[src/rtl/mips_pkg.sv]
// mips_pkg: shared definitions for the MIPS instruction fetch stage.
//   fetch_state_t : fetch FSM state encoding (IDLE, REQ, HOLD)
//   OP_J          : opcode of the J (jump) instruction
//   OP_MSB/OP_LSB : opcode field position inside an instruction word
//   JIDX_W        : width of the jump index field instr[25:0]
package mips_pkg;

  typedef enum logic [1:0] {
    IDLE = 2'd0,
    REQ  = 2'd1,
    HOLD = 2'd2
  } fetch_state_t;

  localparam logic [5:0] OP_J   = 6'b000010;
  localparam int         OP_MSB = 31;
  localparam int         OP_LSB = 26;
  localparam int         JIDX_W = 26;

endpackage

[src/rtl/next_pc.sv]
// next_pc: combinational next-PC selection for the fetch stage.
// Ports:
//   pcplus4       in  32  address of the following sequential instruction
//   instr         in  32  instruction currently being retired
//   take_branch   in  1   taken BEQ/BLT indication from the datapath
//   branch_target in  32  branch destination from the datapath
//   npc           out 32  selected next PC
// Priority: jump (decoded here) > taken branch > sequential.
module next_pc
  import mips_pkg::*;
(
  input  logic [31:0] pcplus4,
  input  logic [31:0] instr,
  input  logic        take_branch,
  input  logic [31:0] branch_target,
  output logic [31:0] npc
);

  always_comb begin
    npc = pcplus4;
    if (instr[OP_MSB:OP_LSB] == OP_J) begin
      // Jump stays within the 256 MB region of the delay-free successor.
      npc = {pcplus4[31:28], instr[JIDX_W-1:0], 2'b00};
    end else if (take_branch) begin
      // Force word alignment regardless of what the datapath supplies.
      npc = branch_target & ~32'h0000_0003;
    end
  end

endmodule

[src/rtl/ifetch_unit.sv]
// ifetch_unit: instruction fetch stage of the single-cycle MIPS core.
// Holds the PC, reads instruction memory over a req/ready handshake, keeps
// the returned word in an instruction register until downstream acknowledges
// it, then advances the PC (sequential, branch or jump) and counts retirement.
// Ports:
//   clk            in  1   core clock, rising edge
//   reset          in  1   asynchronous active-high reset
//   imem_req       out 1   instruction memory read request
//   imem_addr      out 32  read address (equals pc)
//   imem_ready     in  1   memory response valid, completes the request
//   imem_rdata     in  32  instruction word from memory
//   instr          out 32  captured instruction
//   op             out 6   opcode field of instr
//   instr_valid    out 1   instr holds an unconsumed instruction
//   instr_ack      in  1   downstream executed instr
//   take_branch    in  1   branch taken, sampled with instr_ack
//   branch_target  in  32  branch destination from datapath
//   pc             out 32  address of current instruction
//   pcplus4        out 32  pc + 4
//   retired        out 32  acknowledged instruction count (wraps)
module ifetch_unit
  import mips_pkg::*;
#(
  parameter logic [31:0] RESET_PC = 32'h0000_0000
) (
  input  logic        clk,
  input  logic        reset,
  output logic        imem_req,
  output logic [31:0] imem_addr,
  input  logic        imem_ready,
  input  logic [31:0] imem_rdata,
  output logic [31:0] instr,
  output logic [5:0]  op,
  output logic        instr_valid,
  input  logic        instr_ack,
  input  logic        take_branch,
  input  logic [31:0] branch_target,
  output logic [31:0] pc,
  output logic [31:0] pcplus4,
  output logic [31:0] retired
);

  fetch_state_t r_state;
  logic [31:0]  r_pc;
  logic [31:0]  r_instr;
  logic [31:0]  r_retired;
  logic         r_req;
  logic         r_valid;
  logic [31:0]  w_pcplus4;
  logic [31:0]  w_npc;

  assign w_pcplus4 = r_pc + 32'd4;

  next_pc u_next_pc (
    .pcplus4       (w_pcplus4),
    .instr         (r_instr),
    .take_branch   (take_branch),
    .branch_target (branch_target),
    .npc           (w_npc)
  );

  // FSM with registered request/valid outputs; r_req/r_valid mirror
  // (state == REQ)/(state == HOLD) so no input reaches an output directly.
  always_ff @(posedge clk or posedge reset) begin
    if (reset) begin
      r_state   <= IDLE;
      r_pc      <= RESET_PC;
      r_instr   <= 32'd0;
      r_retired <= 32'd0;
      r_req     <= 1'b0;
      r_valid   <= 1'b0;
    end else begin
      case (r_state)
        IDLE: begin
          r_state <= REQ;
          r_req   <= 1'b1;
        end
        REQ: begin
          if (imem_ready) begin
            r_instr <= imem_rdata;
            r_state <= HOLD;
            r_req   <= 1'b0;
            r_valid <= 1'b1;
          end
        end
        HOLD: begin
          if (instr_ack) begin
            r_pc      <= w_npc;
            r_retired <= r_retired + 32'd1;
            r_state   <= REQ;
            r_req     <= 1'b1;
            r_valid   <= 1'b0;
          end
        end
        default: begin
          r_state <= IDLE;
          r_req   <= 1'b0;
          r_valid <= 1'b0;
        end
      endcase
    end
  end

  assign imem_req    = r_req;
  assign imem_addr   = r_pc;
  assign instr       = r_instr;
  assign op          = r_instr[OP_MSB:OP_LSB];
  assign instr_valid = r_valid;
  assign pc          = r_pc;
  assign pcplus4     = w_pcplus4;
  assign retired     = r_retired;

endmodule
[config.mk]
export PLATFORM = sky130hd
export DESIGN_NAME = ifetch_unit
export DESIGN_NICKNAME = d
export VERILOG_FILES = /design/src/rtl/mips_pkg.sv /design/src/rtl/next_pc.sv /design/src/rtl/ifetch_unit.sv
export SDC_FILE = /design/constraint.sdc
export NUM_CORES = 1
export LEC_CHECK = 0
export CAP_MARGIN = 20
export CORE_UTILIZATION = 35
export DETAILED_ROUTE_END_ITERATION = 12
export GPL_ROUTABILITY_DRIVEN = 0
export PLACE_DENSITY = 0.71
export SLEW_MARGIN = 20
export SYNTH_ARGS = -nofsm -noshare
export SYNTH_HDL_FRONTEND = slang
export SYNTH_SLANG_ARGS = --single-unit
[constraint.sdc]
create_clock -name clk -period 3.4 [get_ports clk]
set_input_delay 0.68 -clock clk [delete_from_list [all_inputs] [get_ports clk]]
set_output_delay 0.68 -clock clk [all_outputs]
set_load 0.02 [all_outputs]
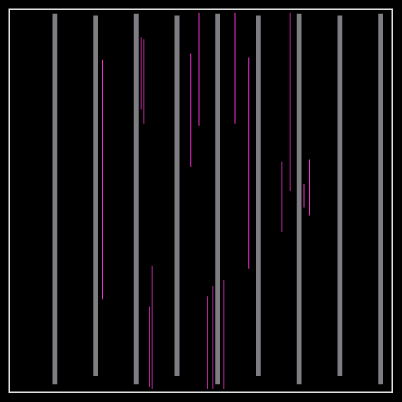
m4.png
Drawn at 3 px/micron. Supply wires on this layer in gray.
- main direction: vertical
- wire length on this layer: 589 microns

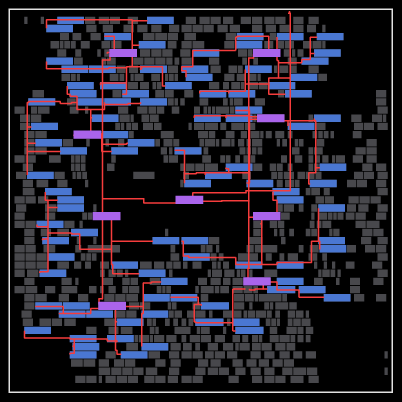
clock_wires.png
Drawn at 3 px/micron.
- flip-flops: blue (count 97)
- clock wires: red (length 1300 microns)
- clock-net drivers: purple (count 9)
- routed clock nets: 10
- flops lie: all over the die

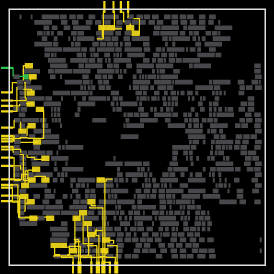
port_trees.png
Drawn at 2 px/micron.
- imem_rdata: yellow (bits 32; direction input; edge 17 left, 11 bottom, 4 top; end cells 32; buffers 32; wire 691 microns)
- reset: green (bits 1; direction input; edge left; end cells 1; buffers 1; wire 7.70 microns)

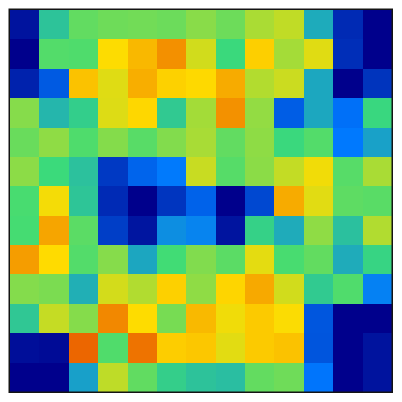
util_map.png
Drawn at 3 px/micron. 13 x 13 tiles, from dark blue (low) to red (high), 0 to 100% covered.
- mean over tiles: 49%
- tiles over 75% full: 15%
- fullest tile: 88%
- nearly empty tiles: 7.1%

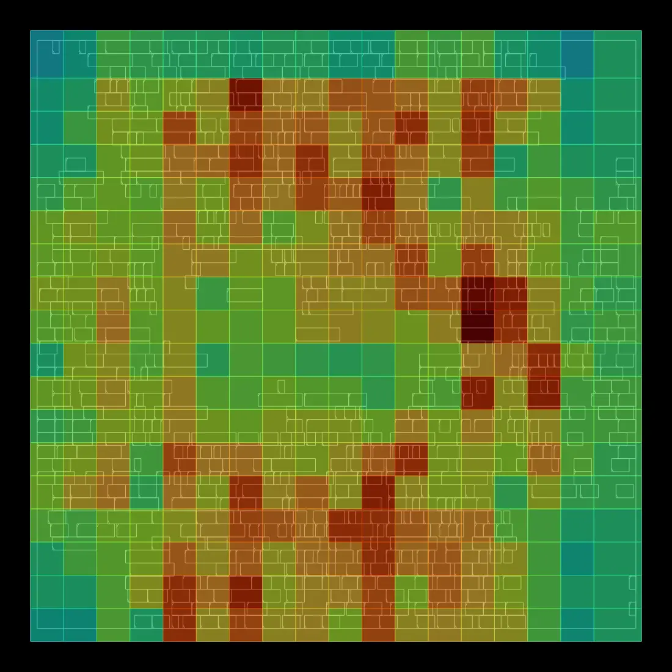
congestion_map.png
GRT Resource Usage Total: 22.2%
GR Util met3: 3.52%
Avg WL per Cell: 18.1 microns

==> results.sh <==
# physical design summary
export IMPL_num_vias=5011
export IMPL_drc=0
export IMPL_worst_ep_required_time_ns=2.72
export IMPL_num_clock_buffers=10
export IMPL_nWellTaps=211
export IMPL_highest_layer="met4"
export IMPL_skew_ns=0.0106
export IMPL_powerDensity_nw_per_um2=839
export IMPL_syn_inst=557
export IMPL_lay_top_count="clkdlybuf4s50_1"
export IMPL_crit_start="imem_addr[12]"
export IMPL_top_usage_layer="met2"
export IMPL_hold_viol_final=0
export IMPL_die_area_sq_um=16200
export IMPL_nFillCells=1365
export IMPL_p_clk_share_pct=14.8
export IMPL_area_growth_pct=48.1
export IMPL_worst_slack_ns=0.148
export IMPL_portBuffers=228
export IMPL_max_vdd_ir_drop_mv=0.468
export IMPL_max_slew_margin_pct=30.5
export IMPL_clockRootBuffer="clkbuf_16"
export IMPL_clk_path_buf_depth=2
export IMPL_synthArstFlopShare_pct=100
export IMPL_final_area_sq_um=8130
export IMPL_end_kind="output port"
export IMPL_overflow=0
export IMPL_cap_violations=0
export IMPL_sequentialPowerShare_pct=31.4
export IMPL_whs_ns=0.480
export IMPL_totalWireLength_mm=17.6
export IMPL_r2r_start="instr[26]"
export IMPL_synthFlopType="dfrtp_1"
export IMPL_critical_path_endpoint="pcplus4[21]"
export IMPL_grt_max_degree=56
export IMPL_drtIter0Drc=363
export IMPL_cp_top_family="buffers and inverters"
export IMPL_hp_start="retired[31]"
export IMPL_edf_count=0
export IMPL_cp_num_buf_inv=2
export IMPL_grt_pass1_wl_mm=27.6
export IMPL_ys_top_logic_family="simple AND/OR/NAND/NOR gates"
export IMPL_syn_area_sq_um=5490
export IMPL_htree_num_levels=3
export IMPL_fmax_ghz=0.307
export IMPL_utilization_pct=53.3
export IMPL_core_area_sq_um=15300
export IMPL_syn_mean_instance_area_sq_um=9.85
export IMPL_vias_per_cell=5.17
export IMPL_yosysUniqueCellTypes=56
export IMPL_ios=237
export IMPL_status="completed"
export IMPL_r2r_cells=6
export IMPL_crit_chain="nand4_2 > nor4_2 > buf_4 > nand3_1 > xnor2_1 > clkdlybuf4s50_1"
export IMPL_place_ws_ns=0.395
export IMPL_flop_count=97
export IMPL_final_nets=825
export IMPL_ys_sh_adder_pct=0.456
export IMPL_p_leak_nw=3.35
export IMPL_synth_seq_cells=97
export IMPL_critPathMaxFanout=12
export IMPL_path_depth=6
export IMPL_top_cells_by_count="dfrtp_1, nand2_1, xnor2_1, buf_4, nand3_1"
export IMPL_dpl_cell_area_sq_um=7790
export IMPL_fin_crit_sh_pct=95.7
export IMPL_yosysTopAreaCellShare_pct=44.2
export IMPL_comb_share_pct=32.4
export IMPL_wirelength_met1_mm=7.79
export IMPL_nNonClkInverters=12
export IMPL_numCtsBuffers=9
export IMPL_synthMostInstantiatedCell="dfrtp_1"
export IMPL_nNonClkBuffers=248
export IMPL_rr_endpoint="imem_addr[17]"
export IMPL_cts_tree="done"
export IMPL_num_rows=45
export IMPL_grtUsageMet2_pct=34.5
export IMPL_drtPass1Iterations=5
export IMPL_dieHeight_microns=127
export IMPL_dr_wl_met2_mm=8.14
export IMPL_dr_wl_met3_mm=1.03
export IMPL_p_sw_share_pct=42.2
export IMPL_log_warning_count=28
export IMPL_hold_class="reg -> reg"
export IMPL_hold_end="retired[31]"
export IMPL_dp_cells=953
export IMPL_die_w_microns=127
export IMPL_synth_area_leader_cell="dfrtp_1"
export IMPL_top_power_group="combinational cells"
export IMPL_regToRegSetupSlack_ns=0.82
export IMPL_crit_arrival_ns=2.57
export IMPL_pg_clk_mw=1.01
export IMPL_combGateArea_sq_um=2630
export IMPL_ys_cells=557
export IMPL_met1_usage_pct=30.2
export IMPL_area_sequential_sq_um=2430
export IMPL_mux_share_pct=7.66
export IMPL_initCoreUtil_pct=36.0
export IMPL_postCtsSetupBuffers=0
export IMPL_cts_sinks=97
export IMPL_holdPathStages=1
export IMPL_seq_share_pct=29.9
export IMPL_fin_crit_ns=3.25
export IMPL_cp_start_kind="flip-flop"
export IMPL_setup_tns_ns=0
export IMPL_dominant_cells="multi-input combinational cells"
export IMPL_antenna_found_initial=0
export IMPL_cts_resized=0
export IMPL_tightestPinTransition_ns=1.04
export IMPL_topCellsByArea="dfrtp_1, xnor2_1, mux2_2, buf_4, nand2_1"
export IMPL_seq_cell_power_mw=2.14
